### src/rtl/pipe_pkg.sv
// Shared definitions for the pipeline stage: state encoding, default widths
// and the ID/EX control-word bit positions.
package pipe_pkg;

  localparam int unsigned DEF_DATA_W = 32;
  localparam int unsigned DEF_CTRL_W = 10;
  localparam int unsigned DEF_CNT_W  = 16;

  // Occupancy of the stage: nothing held, main only, main plus skid.
  typedef enum logic [1:0] {
    EMPTY = 2'd0,
    ONE   = 2'd1,
    TWO   = 2'd2
  } pipe_state_e;

  // ID/EX control-word bit positions.
  localparam int unsigned CTRL_REGDST   = 0;
  localparam int unsigned CTRL_ALUSRC   = 1;
  localparam int unsigned CTRL_ALUOP_LO = 2;
  localparam int unsigned CTRL_ALUOP_HI = 4;
  localparam int unsigned CTRL_MEMTOREG = 5;
  localparam int unsigned CTRL_REGWR    = 6;
  localparam int unsigned CTRL_MEMWR    = 7;
  localparam int unsigned CTRL_EXTOP    = 8;
  localparam int unsigned CTRL_RTYPE    = 9;

  // Structured view of the default-width control word (MSB first).
  typedef struct packed {
    logic       r_type;
    logic       ext_op;
    logic       mem_wr;
    logic       reg_wr;
    logic       mem_to_reg;
    logic [2:0] alu_op;
    logic       alu_src;
    logic       reg_dst;
  } idex_ctrl_t;

  // All-zero control word is the bubble/NOP encoding.
  function automatic logic is_bubble(input logic [DEF_CTRL_W-1:0] ctrl);
    return ctrl == '0;
  endfunction

endpackage

### src/rtl/pipe_sat_counter.sv
// Saturating up-counter: increments on inc_i, sticks at all-ones.
module pipe_sat_counter #(
  parameter int unsigned CNT_W = 16
) (
  input  logic             clk,
  input  logic             rst_n,
  input  logic             inc_i,
  output logic [CNT_W-1:0] cnt_o
);

  logic [CNT_W-1:0] cnt_q;

  // Count qualifying cycles, holding once every bit is set.
  always_ff @(posedge clk or negedge rst_n) begin
    if (!rst_n) begin
      cnt_q <= '0;
    end else if (inc_i && (cnt_q != '1)) begin
      cnt_q <= cnt_q + CNT_W'(1);
    end
  end

  assign cnt_o = cnt_q;

endmodule

### src/rtl/pipe_stage.sv
// Pipeline register stage with valid/ready handshake, flush and bubble count.
// Build option PIPE_STAGE_SKID_EN: adds a skid register so in_ready is a
// registered output (full throughput without an out_ready->in_ready path).
// Without it, a single register with in_ready = !out_valid || out_ready.
module pipe_stage
  import pipe_pkg::*;
#(
  parameter int unsigned DATA_W = DEF_DATA_W,
  parameter int unsigned CTRL_W = DEF_CTRL_W,
  parameter int unsigned CNT_W  = DEF_CNT_W
) (
  input  logic              clk,
  input  logic              rst_n,
  input  logic              in_valid,
  output logic              in_ready,
  input  logic [CTRL_W-1:0] in_ctrl,
  input  logic [DATA_W-1:0] in_data,
  input  logic              flush,
  output logic              out_valid,
  input  logic              out_ready,
  output logic [CTRL_W-1:0] out_ctrl,
  output logic [DATA_W-1:0] out_data,
  output logic [CNT_W-1:0]  bubble_cnt
);

  pipe_state_e       state_q, state_d;
  logic [CTRL_W-1:0] main_ctrl_q, main_ctrl_d;
  logic [DATA_W-1:0] main_data_q, main_data_d;
  logic              out_valid_q, out_valid_d;
  logic              accept, dequeue;

`ifdef PIPE_STAGE_SKID_EN
  logic [CTRL_W-1:0] skid_ctrl_q, skid_ctrl_d;
  logic [DATA_W-1:0] skid_data_q, skid_data_d;
  logic              in_ready_q, in_ready_d;

  assign in_ready = in_ready_q;
`else
  assign in_ready = !out_valid_q || out_ready;
`endif

  assign accept  = in_valid && in_ready;
  assign dequeue = out_valid_q && out_ready;

  // Next-state and register-load decisions; flush overrides everything.
  always_comb begin
    state_d     = state_q;
    main_ctrl_d = main_ctrl_q;
    main_data_d = main_data_q;
`ifdef PIPE_STAGE_SKID_EN
    skid_ctrl_d = skid_ctrl_q;
    skid_data_d = skid_data_q;
`endif
    if (flush) begin
      state_d     = EMPTY;
      main_ctrl_d = '0;
`ifdef PIPE_STAGE_SKID_EN
      skid_ctrl_d = '0;
`endif
    end else begin
      case (state_q)
        EMPTY: begin
          if (accept) begin
            state_d     = ONE;
            main_ctrl_d = in_ctrl;
            main_data_d = in_data;
          end
        end
        ONE: begin
          if (accept && dequeue) begin
            main_ctrl_d = in_ctrl;
            main_data_d = in_data;
`ifdef PIPE_STAGE_SKID_EN
          end else if (accept) begin
            state_d     = TWO;
            skid_ctrl_d = in_ctrl;
            skid_data_d = in_data;
`endif
          end else if (dequeue) begin
            // Leaving the main register as a bubble keeps out_ctrl at 0.
            state_d     = EMPTY;
            main_ctrl_d = '0;
          end
        end
`ifdef PIPE_STAGE_SKID_EN
        TWO: begin
          if (dequeue) begin
            state_d     = ONE;
            main_ctrl_d = skid_ctrl_q;
            main_data_d = skid_data_q;
            skid_ctrl_d = '0;
          end
        end
`endif
        default: state_d = EMPTY;
      endcase
    end
    out_valid_d = (state_d != EMPTY);
`ifdef PIPE_STAGE_SKID_EN
    in_ready_d  = (state_d != TWO);
`endif
  end

  // State and payload registers.
  always_ff @(posedge clk or negedge rst_n) begin
    if (!rst_n) begin
      state_q     <= EMPTY;
      main_ctrl_q <= '0;
      main_data_q <= '0;
      out_valid_q <= 1'b0;
`ifdef PIPE_STAGE_SKID_EN
      skid_ctrl_q <= '0;
      skid_data_q <= '0;
      in_ready_q  <= 1'b1;
`endif
    end else begin
      state_q     <= state_d;
      main_ctrl_q <= main_ctrl_d;
      main_data_q <= main_data_d;
      out_valid_q <= out_valid_d;
`ifdef PIPE_STAGE_SKID_EN
      skid_ctrl_q <= skid_ctrl_d;
      skid_data_q <= skid_data_d;
      in_ready_q  <= in_ready_d;
`endif
    end
  end

  assign out_valid = out_valid_q;
  assign out_ctrl  = main_ctrl_q;
  assign out_data  = main_data_q;

  pipe_sat_counter #(
    .CNT_W (CNT_W)
  ) u_bubble_cnt (
    .clk   (clk),
    .rst_n (rst_n),
    .inc_i (!out_valid_q && out_ready),
    .cnt_o (bubble_cnt)
  );

endmodule

### config.mk
export PLATFORM = sky130hd
export DESIGN_NAME = pipe_stage
export DESIGN_NICKNAME = d
export VERILOG_FILES = /design/src/rtl/pipe_pkg.sv /design/src/rtl/pipe_sat_counter.sv /design/src/rtl/pipe_stage.sv
export SDC_FILE = /design/constraint.sdc
export NUM_CORES = 1
export LEC_CHECK = 0
export CORE_MARGIN = 10
export CORE_UTILIZATION = 42
export DETAILED_ROUTE_END_ITERATION = 8
export GPL_TIMING_DRIVEN = 0
export PLACE_DENSITY = 0.77
export SLEW_MARGIN = 0
export SYNTH_ARGS = -nofsm -noshare
export SYNTH_HDL_FRONTEND = slang
export SYNTH_SLANG_ARGS = --single-unit
### constraint.sdc
create_clock -name clk -period 1.91 [get_ports clk]
set_input_delay 0.382 -clock clk [delete_from_list [all_inputs] [get_ports clk]]
set_output_delay 0.382 -clock clk [all_outputs]
set_load 0.01 [all_outputs]
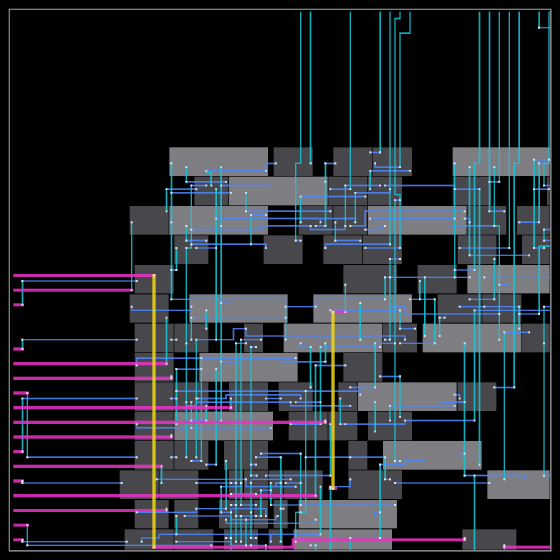
Fig. 1. Layout detail (run 1).
Region (0, 47) to (50, 97) µm. Cells in grey, sequential cells in the stronger grey; small squares are vias.
[metal 4] yellow
[metal 2] cyan
[metal 3] magenta
[metal 1] blue
sequential cells in the window: 17
netlist names of flops here include: out_ctrl (10), out_data (5)
cells with their middle in the window: 79
most frequent: clkdlybuf4s50_1 (28), dfrtp_1 (17), a22o_1 (10)

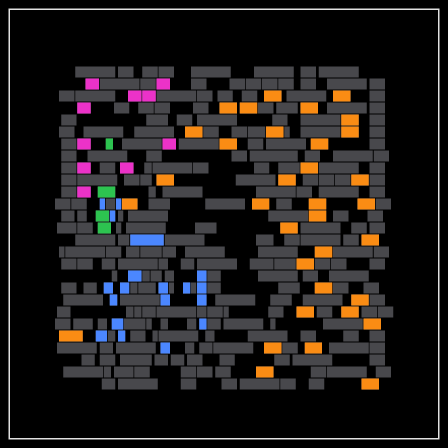
Fig. 2. Logic cells by family (run 1).
[mux cells] orange | cells: 34
[aoi and oai cells] green | cells: 4 | where: middle left
[nor cells] blue | cells: 19
[non-inverting ao/oa cells] magenta | cells: 10 | where: upper left
Comb area share: 23.4%
Commonest Layout Cell: clkdlybuf4s50_1
fin cells: 371

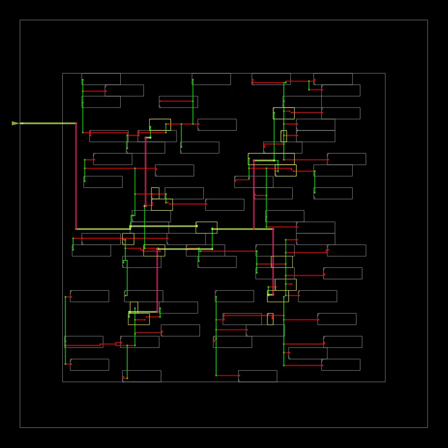
Fig. 3. Clock nets (run 1).
Worst Skew: 11.1 ps
clock buf count: 12

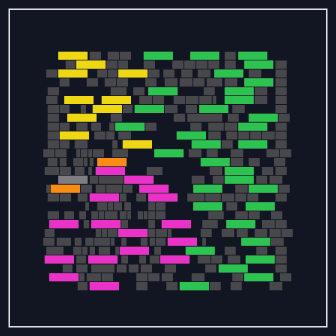
Fig. 4. Register map, names as in the netlist (run 1).
[u_bubble_cnt.cnt_o] magenta | flops: 16
[out_data] green | flops: 32
[out_ctrl] yellow | flops: 10
[state_q] orange | flops: 2
not coloured: 1
flop share of the area: 39.5%
Seq. pwr: 1.71 mW

==> results.json, run 1 <==
{
  "yosysTopAreaCell": "dfrtp_1",
  "grtUsageMet3_pct": 5.82,
  "mux_share_pct": 15.5,
  "drt_wl_total_mm": 6.47,
  "postSynthSeqShare_pct": 61.3,
  "antenna_found_initial": 0,
  "drive_above_1_share_pct": 19.7,
  "async_reset_ff_share_pct": 100,
  "clock_sink_count": 61,
  "path_clk_slew_ps": 60,
  "status": "finished clean",
  "ys_sh_simple_pct": 10.0,
  "place_inst": 354,
  "nWellTaps": 72,
  "syn_nets": 223,
  "grtUsageMet1_pct": 16.3,
  "edf_count": 0,
  "rows": 27,
  "top_layer": "met4",
  "clockNetworkAreaShare_pct": 4.98,
  "gp_congestion": 0.798,
  "power_mw": 3.90,
  "cap_viol_max_count": 0,
  "synthCells": 175,
  "drc_errors": 0,
  "p_sw_mw": 1.05,
  "fmax_mhz": 560,
  "rr_worst_depth": 7,
  "slowest_delay_ps": 400,
  "grt_max_degree": 36,
  "cts_buffer_depth": 2,
  "sequentialPowerShare_pct": 43.7,
  "r2r-start": "u_bubble_cnt.cnt_o[0]",
  "num-multi-input-gates": 106,
  "sw_frac_of_total_pct": 26.9,
  "netlist_area_um2": 2490,
  "n_fill_cell": 445,
  "crit_family": "simple AND/OR/NAND/NOR gates",
  "die-area_um2": 9410,
  "power_leakage_nw": 1.72,
  "regToRegSetupSlack_ps": 120,
  "path_cells": "ha_1, nand4_2, nor4_4, buf_4, buf_6, nor4_1, xor2_1"
}
Fig. 5: run 1, floorplan with the power grid
Pins as bars on the die edge.
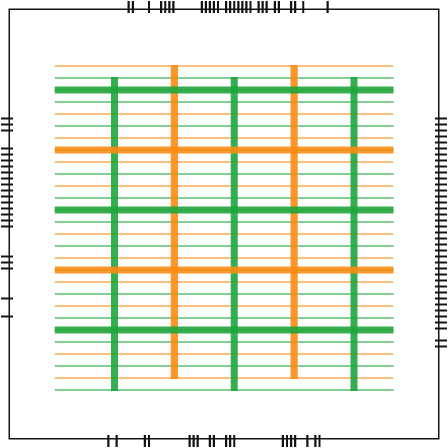

==> run 2: changes to the inputs <==
- CELL_PAD_IN_SITES_DETAIL_PLACEMENT: unset -> 0
- CELL_PAD_IN_SITES_GLOBAL_PLACEMENT: unset -> 2
- CORE_UTILIZATION: 42 -> 27
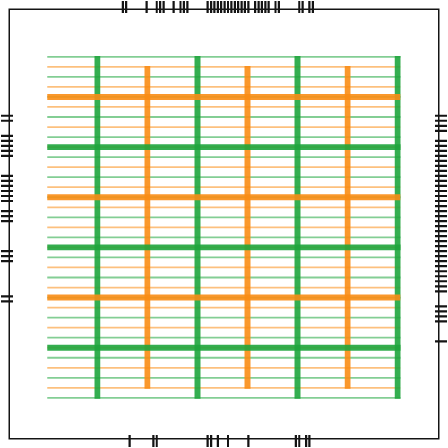
Fig. 6. Floorplan with the power grid (run 2).
Pins as bars on the die edge.
[VSS] green
[VDD] orange
met4 straps: 7
signal pins: 107
rows: 34
met1 rails: 35
DIE WIDTH: 116 µm
core area: 8850 µm²
Die Span Y: 116 µm
Peak VDD IR: 0.000507 V

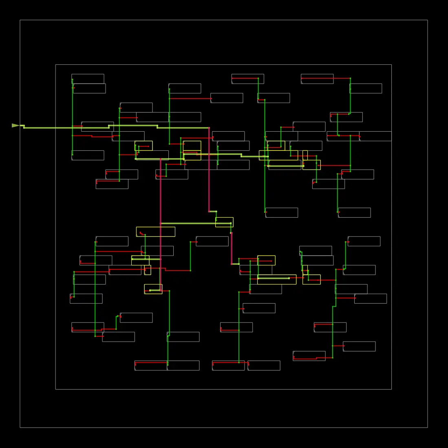
Fig. 7. Clock nets (run 2).
clk sinks: 61
Worst-Skew Late Latency: 330 ps
registers: 61
Worst Skew: 7.16 ps
Num CTS Buffers: 9

==> results.json, run 2 <==
{
  "status": "finished clean",
  "seq_cell_power_mw": 1.71,
  "edf_count": 0,
  "top_area_share_pct": 61.3,
  "power_leakage_nw": 1.73,
  "synth_cell_types": 29,
  "flop_cell": "dfrtp_1",
  "cap_viol_max_count": 0,
  "rr_worst_depth": 6,
  "cts_buffer_depth": 2,
  "crit_family": "buffers and inverters",
  "grt_pass1_wl_mm": 10.3,
  "sh_seq_area_pct": 38.8,
  "antenna_found_initial": 0,
  "logic_area_um2": 912,
  "top_cells_by_area": "dfrtp_1 61%, mux2_2 14%, xor2_1 5.3%",
  "synthTopCellsByCount": "61 x dfrtp_1, 30 x mux2_2, 15 x xor2_1, 10 x a22o_1",
  "ys_sh_simple_pct": 10.0,
  "regToRegSetupSlack_ps": 160,
  "rsz0062_at_grt": "no",
  "power_leader": "sequential cells",
  "wl_met1_mm": 3.01,
  "r2r-start": "u_bubble_cnt.cnt_o[0]",
  "comb_area_share_pct": 23.2,
  "yosys_area_um2": 2490,
  "nWellTaps": 108,
  "layout_top_cell": "clkdlybuf4s50_1",
  "rows": 34,
  "h-tree-depth": 3,
  "timing.hold.ws_ps": 128,
  "sequentialPowerShare_pct": 40.9,
  "mux_share_pct": 15.5,
  "lay_top_cells": "104 x clkdlybuf4s50_1, 61 x dfrtp_1, 30 x mux2_2",
  "num-multi-input-gates": 106,
  "syn_nets": 223,
  "grtUsageMet1_pct": 12.0,
  "async_reset_ff_share_pct": 100,
  "layout.cells.non_filler": 405,
  "combPwrFrac_pct": 25.7,
  "sw_frac_of_total_pct": 25.4,
  "postSynthSeqShare_pct": 61.3,
  "p_sw_mw": 1.06,
  "synthCells": 175,
  "nClkBuffers": 12,
  "grt_overflow": 0,
  "grtUsageMet3_pct": 5.37,
  "buffer_area_share_pct": 28.4,
  "path_cells": "clkdlybuf4s50_1, nand2b_4, a21boi_2, and3_1, buf_4, buf_6, mux2_2",
  "die-area_um2": 13500,
  "finalNetCount": 340,
  "slowest_delay_ps": 530,
  "path_clk_slew_ps": 70,
  "drt_wl_total_mm": 6.68,
  "setup_tns_ps": 0,
  "drc_errors": 0,
  "place_inst": 389,
  "grt_max_degree": 62,
  "netlist_area_um2": 2490,
  "gp_congestion": 0.728,
  "antenna_cells": 0,
  "yosysTopAreaCell": "dfrtp_1",
  "num_vias": 1843,
  "timing.final.crit_share_pct": 95.7,
  "fmax_mhz": 547,
  "crit_fanout": 10,
  "drive_above_1_share_pct": 19.5,
  "xor_area_share_pct": 5.27,
  "critPathArrivalTime_ps": 2040,
  "clockNetworkAreaShare_pct": 6.10,
  "power_mw": 4.18,
  "antenna_left": 0,
  "n_fill_cell": 846,
  "top_layer": "met4"
}
Fig. 8: run 2, register map, names as in the netlist
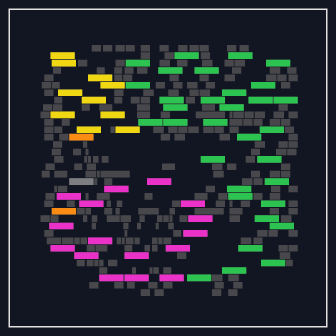

==> run 3: changes to the inputs <==
- CORE_UTILIZATION: 27 -> 28
- GPL_ROUTABILITY_DRIVEN: unset -> 0
- SYNTH_HIERARCHICAL: unset -> 1
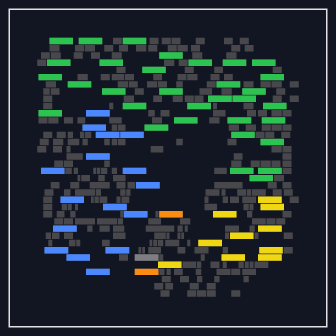
Fig. 9. Register map, names as in the netlist (run 3).
[u_bubble_cnt/cnt_o] blue | flops: 16
[state_q] orange | flops: 2
[out_ctrl] yellow | flops: 10 | where: lower right
[out_data] green | flops: 32
final core occ: 43.3%
flop share of the area: 36.4%
Seq. pwr: 1.74 mW
register area: 1530 µm²

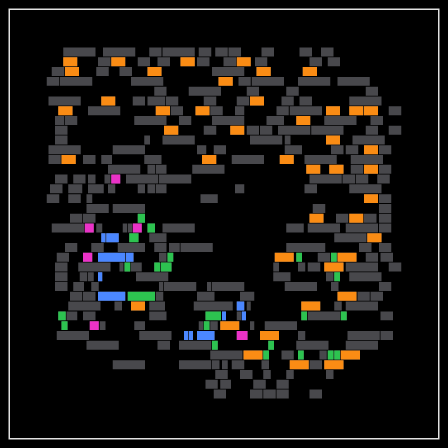
Fig. 10. Logic cells by family (run 3).
[nor cells] blue | cells: 12
[non-inverting ao/oa cells] magenta | cells: 6 | where: middle left
[mux cells] orange | cells: 44
[aoi and oai cells] green | cells: 23
fin cells: 456
Comb area share: 28.3%

==> results.json, run 3 <==
{
  "cts_buffer_depth": 2,
  "grt_overflow": 0,
  "yosys_area_um2": 2750,
  "rr_worst_depth": 4,
  "power_mw": 4.18,
  "buffers_excl_clock": 112,
  "timing.final.crit_share_pct": 94.6,
  "power_leakage_nw": 1.76,
  "top_cells_by_area": "dfrtp_1 55%, mux2_2 12%, mux2_4 6.0%",
  "regToRegSetupSlack_ps": 210,
  "n_fill_cell": 912,
  "postSynthSeqShare_pct": 55.5,
  "vdd_drop_max_v": 0.000330,
  "lay_top_cells": "104 x clkdlybuf4s50_1, 61 x dfrtp_1, 30 x mux2_2",
  "finalNetCount": 367,
  "buffer_area_share_pct": 26.2,
  "rows": 36,
  "async_reset_ff_share_pct": 100,
  "yosysTopAreaCell": "dfrtp_1",
  "drt_wl_total_mm": 7.46,
  "combPwrFrac_pct": 27.9,
  "top_layer": "met4",
  "place_inst": 441,
  "worstSkewPairLatency_ps": 330,
  "rsz0062_at_grt": "no",
  "critPathArrivalTime_ps": 1430,
  "flop_cell": "dfrtp_1",
  "synthCells": 202,
  "crit_family": "buffers and inverters",
  "timing.hold.ws_ps": 123,
  "path_cells": "clkdlybuf4s50_1",
  "slowest_delay_ps": 600,
  "die_h_um": 119,
  "synthTopCellsByCount": "61 x dfrtp_1, 30 x mux2_2, 14 x a21oi_1, 11 x mux2_4, 11 x nand2b_1",
  "num-multi-input-gates": 134,
  "top_area_share_pct": 55.5,
  "fp.coreArea_um2": 9680,
  "grtUsageMet3_pct": 4.53,
  "setup_tns_ps": 0,
  "crit_fanout": 6,
  "clockNetworkAreaShare_pct": 5.07,
  "logic_area_um2": 1190,
  "drive_above_1_share_pct": 22.6,
  "nWellTaps": 133,
  "grtUsageMet1_pct": 13.0,
  "power_leader": "sequential cells",
  "grt_max_degree": 62,
  "grt_pass1_wl_mm": 12.1,
  "seq_cells": 61,
  "die_w_um": 119,
  "edf_count": 0,
  "cap_viol_max_count": 0,
  "fin_skew_ps": 11.4,
  "mux_share_pct": 19.5,
  "path_clk_slew_ps": 80,
  "status": "finished clean",
  "sw_frac_of_total_pct": 27.7,
  "drc_errors": 0,
  "antenna_cells": 0,
  "wl_met1_mm": 3.36,
  "xor_area_share_pct": 2.23,
  "ys_sh_simple_pct": 13.5,
  "layout_top_cell": "clkdlybuf4s50_1",
  "synth_cell_types": 40
}
Power is estimated from default activity; no workload was simulated.
